Fig. 1: metal layers overlaid
Scale: 4 px per um. Two of the layers only.
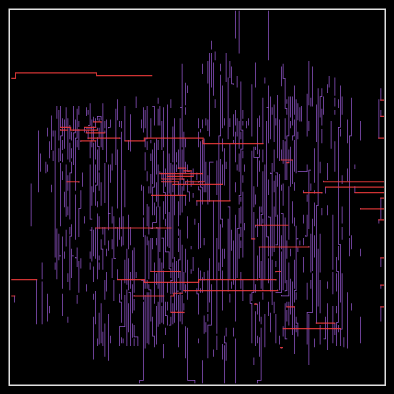
Fig. 2: layout detail
Window x 32 to 62, y 32 to 62 um. Cells in grey, sequential cells in the stronger grey; small squares are vias.
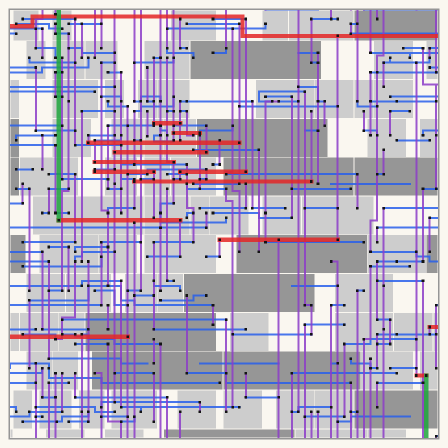
### src/rtl/stopwatch_ctrl_if.sv
// Button inputs and display/status outputs of the stopwatch controller.
// The panel side (buttons, display) is the master; the controller is the slave.
interface stopwatch_ctrl_if;
    logic       btn_ss;
    logic       btn_clr;
    logic       btn_lap;
    logic [3:0] dig0;
    logic [3:0] dig1;
    logic [3:0] dig2;
    logic [3:0] dig3;
    logic       running;
    logic       lap_active;
    logic       tick;

    modport master (
        output btn_ss, btn_clr, btn_lap,
        input  dig0, dig1, dig2, dig3, running, lap_active, tick
    );

    modport slave (
        input  btn_ss, btn_clr, btn_lap,
        output dig0, dig1, dig2, dig3, running, lap_active, tick
    );
endinterface

### src/rtl/stopwatch_ctrl.sv
// Stopwatch controller: M:SS.T counter with start/stop, clear and lap freeze.
// Buttons are synchronized and edge-detected; display muxes live count vs. lap register.
module stopwatch_ctrl #(
    parameter int CLK_HZ  = 50_000_000,
    parameter int TICK_HZ = 10
) (
    input  logic              clk,
    input  logic              rst,
    stopwatch_ctrl_if.slave   bus
);
    localparam int            DIV  = CLK_HZ / TICK_HZ;
    localparam int            PW   = $clog2(DIV);
    localparam logic [PW-1:0] PMAX = PW'(DIV - 1);

    typedef enum logic [1:0] {IDLE, RUN, PAUSE} state_t;

    // bit 0 = start/stop, bit 1 = clear, bit 2 = lap
    logic [2:0] btn_raw, s1, s2, s3, armed, ev;
    logic [1:0] settle;

    assign btn_raw = {bus.btn_lap, bus.btn_clr, bus.btn_ss};

    // A button is armed only after its synchronized level has been seen low once
    // the synchronizer has settled, so a button held through reset yields no event.
    always_ff @(posedge clk or posedge rst) begin
        if (rst) begin
            s1     <= '0;
            s2     <= '0;
            s3     <= '0;
            armed  <= '0;
            settle <= '0;
        end else begin
            s1 <= btn_raw;
            s2 <= s1;
            s3 <= s2;
            if (settle != 2'd2) settle <= settle + 2'd1;
            armed <= armed | ({3{settle == 2'd2}} & ~s2);
        end
    end

    assign ev = s2 & ~s3 & armed;

    state_t          state;
    logic [PW-1:0]   presc;
    logic [3:0][3:0] cnt, nxt, lap;
    logic            lap_active, running;
    logic            tick_w;

    assign tick_w = (state == RUN) && (presc == PMAX);

    // Cascaded BCD increment; out-of-range digits fold to zero so the
    // display can never show a non-BCD value.
    always_comb begin
        logic       carry;
        logic [3:0] lim;
        nxt   = cnt;
        carry = 1'b1;
        for (int i = 0; i < 4; i++) begin
            lim = (i == 2) ? 4'd5 : 4'd9;
            if (carry) begin
                if (cnt[i] >= lim) begin
                    nxt[i] = 4'd0;
                end else begin
                    nxt[i] = cnt[i] + 4'd1;
                    carry  = 1'b0;
                end
            end
        end
    end

    always_ff @(posedge clk or posedge rst) begin
        if (rst) begin
            state      <= IDLE;
            presc      <= '0;
            cnt        <= '0;
            lap        <= '0;
            lap_active <= 1'b0;
            running    <= 1'b0;
        end else begin
            case (state)
                IDLE: begin
                    presc      <= '0;
                    cnt        <= '0;
                    lap_active <= 1'b0;
                    if (ev[0]) begin
                        state   <= RUN;
                        running <= 1'b1;
                    end
                end
                RUN: begin
                    presc <= tick_w ? '0 : presc + 1'b1;
                    if (tick_w) cnt <= nxt;
                    // Capture uses the pre-increment count when a tick coincides.
                    if (ev[2]) begin
                        lap_active <= ~lap_active;
                        if (!lap_active) lap <= cnt;
                    end
                    if (ev[0]) begin
                        state   <= PAUSE;
                        running <= 1'b0;
                    end
                end
                PAUSE: begin
                    if (ev[1]) begin
                        state      <= IDLE;
                        presc      <= '0;
                        cnt        <= '0;
                        lap_active <= 1'b0;
                    end else begin
                        if (ev[0]) begin
                            state   <= RUN;
                            running <= 1'b1;
                        end
                        if (ev[2]) lap_active <= 1'b0;
                    end
                end
                default: begin
                    state   <= IDLE;
                    running <= 1'b0;
                end
            endcase
        end
    end

    assign bus.dig0       = lap_active ? lap[0] : cnt[0];
    assign bus.dig1       = lap_active ? lap[1] : cnt[1];
    assign bus.dig2       = lap_active ? lap[2] : cnt[2];
    assign bus.dig3       = lap_active ? lap[3] : cnt[3];
    assign bus.running    = running;
    assign bus.lap_active = lap_active;
    assign bus.tick       = tick_w;
endmodule

### src/flat_wrapper.sv
// flat-port wrapper written by rule: the top's interface ports become plain ports
module stopwatch_ctrl_flat 
#(
    parameter int CLK_HZ  = 50_000_000,
    parameter int TICK_HZ = 10
)
  (clk, rst, bus_btn_ss, bus_btn_clr, bus_btn_lap, bus_dig0, bus_dig1, bus_dig2, bus_dig3, bus_running, bus_lap_active, bus_tick);
  stopwatch_ctrl_if bus_i ();
  input  logic clk;
  input  logic rst;
  input wire logic [$bits(bus_i.btn_ss)-1:0] bus_btn_ss;
  input wire logic [$bits(bus_i.btn_clr)-1:0] bus_btn_clr;
  input wire logic [$bits(bus_i.btn_lap)-1:0] bus_btn_lap;
  output wire logic [$bits(bus_i.dig0)-1:0] bus_dig0;
  output wire logic [$bits(bus_i.dig1)-1:0] bus_dig1;
  output wire logic [$bits(bus_i.dig2)-1:0] bus_dig2;
  output wire logic [$bits(bus_i.dig3)-1:0] bus_dig3;
  output wire logic [$bits(bus_i.running)-1:0] bus_running;
  output wire logic [$bits(bus_i.lap_active)-1:0] bus_lap_active;
  output wire logic [$bits(bus_i.tick)-1:0] bus_tick;
  assign bus_i.btn_ss = bus_btn_ss;
  assign bus_i.btn_clr = bus_btn_clr;
  assign bus_i.btn_lap = bus_btn_lap;
  assign bus_dig0 = bus_i.dig0;
  assign bus_dig1 = bus_i.dig1;
  assign bus_dig2 = bus_i.dig2;
  assign bus_dig3 = bus_i.dig3;
  assign bus_running = bus_i.running;
  assign bus_lap_active = bus_i.lap_active;
  assign bus_tick = bus_i.tick;
  stopwatch_ctrl #(.CLK_HZ(CLK_HZ), .TICK_HZ(TICK_HZ)) u_core (.clk(clk), .rst(rst), .bus(bus_i));
endmodule
### config.mk
export PLATFORM = sky130hd
export DESIGN_NAME = stopwatch_ctrl_flat
export DESIGN_NICKNAME = d
export VERILOG_FILES = /design/src/rtl/stopwatch_ctrl_if.sv /design/src/rtl/stopwatch_ctrl.sv /design/src/flat_wrapper.sv
export SDC_FILE = /design/constraint.sdc
export NUM_CORES = 1
export LEC_CHECK = 0
export CORE_MARGIN = 5
export CORE_UTILIZATION = 53
export DETAILED_ROUTE_END_ITERATION = 16
export PLACE_DENSITY = 0.79
export SLEW_MARGIN = 5
export SYNTH_ARGS = -nofsm -noshare
export SYNTH_HDL_FRONTEND = slang
export SYNTH_SLANG_ARGS = --single-unit
### constraint.sdc
create_clock -name clk -period 2.45 [get_ports clk]
set_input_delay 0.6125 -clock clk [delete_from_list [all_inputs] [get_ports clk]]
set_output_delay 0.6125 -clock clk [all_outputs]
set_load 0.01 [all_outputs]
==> flow_summary.json <==
{
  "outcome": "finished, violations left",
  "violations": "setup timing",
  "place_area_um2": 4230,
  "setup_viol": 1,
  "grtUsageTotal_pct": 19.0,
  "portBuffers": 23,
  "synth_area_um2": 3700,
  "wl_met1_mm": 3.40,
  "synth_area_leader_cell": "dfrtp_1",
  "clock_path_buffers": 2,
  "gp_congestion": 0.810,
  "layout.cells.non_filler": 511,
  "synth-area-yosys_um2": 3700,
  "routedWlPerCell_um": 15.7,
  "synth_area_per_cell_um2": 10.3,
  "buffers_excl_clock": 54,
  "fmax_mhz": 388,
  "finalCritPeriodShare_pct": 105,
  "antenna_found_initial": 0,
  "yosys_warnings": 0,
  "rows": 30,
  "most_common_cell": "dfrtp_1",
  "clk_latency_ns": 0.35,
  "buffer_area_share_pct": 11.1,
  "nWellTaps": 96,
  "ys_cells": 358,
  "drtAntennaViolNets": 0,
  "warnings": 36,
  "setup_slack_ns": -0.125,
  "dieArea_um2": 8760,
  "cts_root_buf": "clkbuf_8",
  "cts_tree": "built",
  "dieHeight_um": 93.6,
  "power_density_nw_per_um2": 848
}
## Picture notes: Fig. 1
| layer | colour | wire length |
|---|---|---|
| met3 | red | 384 um |
| met2 | purple | 4150 um |

## Picture notes: Fig. 2
| layer | colour |
|---|---|
| met4 | green |
| met1 | blue |
| met3 | red |
| met2 | purple |
most frequent: buf_4 (12), dfrtp_1 (10), nand2_1 (5)
sequential cells in the window: 11
cells with their middle in the window: 70
netlist names of flops here include: u_core.presc (6), u_core.cnt (4)

-- sequential cells by signal, summed over array words and instances, names as in the netlist --
signal,flops
u_core.s2,3
u_core.settle,2
u_core.state,2
u_core.cnt,16
u_core.presc,23
u_core.bus.running,1
u_core.lap,16
u_core.bus.lap_active,1
u_core.armed,3
u_core.s3,3
u_core.s1,3
-- kinds of logic after synthesis --
group	after synthesis	share of synthesized area (%)
and+or+nand+nor	114	16.7
DFF	73	49.3
AOI/OAI and AO/OA	89	15.3
buffers and inverters	32	3.45
adders and majority gates	14	4.73
xor gates and xnor gates	6	1.42
muxes	30	9.02
-- critical path, stage by stage (launching register included) --
cell and delay (ns):
dfrtp_1 0.39, or4_4 0.55, nor4_4 0.34, nand2_1 0.10, nor2_1 0.10, buf_2 0.14
-- power breakdown --
part	total (mW)	switching, mW	internal, mW
clock	1.12	0.439	0.678
combinational	1.17	0.635	0.531
sequential	1.55	0.174	1.37
total	3.83	1.25	2.58
-- final timing paths --
| kind | slack, ns | to | startpoint |
|---|---|---|---|
| max reg2reg | 0.08 | u_core.cnt[10]$_DFFE_PP0P_ | u_core.presc[7]$_DFFE_PP0P_ |
| min reg2reg | 0.35 | u_core.s2[2]$_DFF_PP0_ | u_core.s1[2]$_DFF_PP0_ |
| min in group asynchronous | 0.64 | u_core.cnt[13]$_DFFE_PP0P_ | rst |
| min | 0.35 | u_core.s2[2]$_DFF_PP0_ | u_core.s1[2]$_DFF_PP0_ |
| max | -0.12 | bus_tick | u_core.presc[7]$_DFFE_PP0P_ |
| max in group asynchronous | 1.24 | u_core.bus.lap_active$_DFFE_PP0P_ | rst |
-- stage by stage --
stage,hold WS [ns],setup slack [ns]
floorplan,0.331,0.299
global placement,0.333,-0.220
detailed placement,0.335,-0.215
CTS,0.352,-0.144
global route,0.356,-0.188
finish,0.351,-0.125
Power figures rest on the tool's default switching activity, not on a simulated workload.
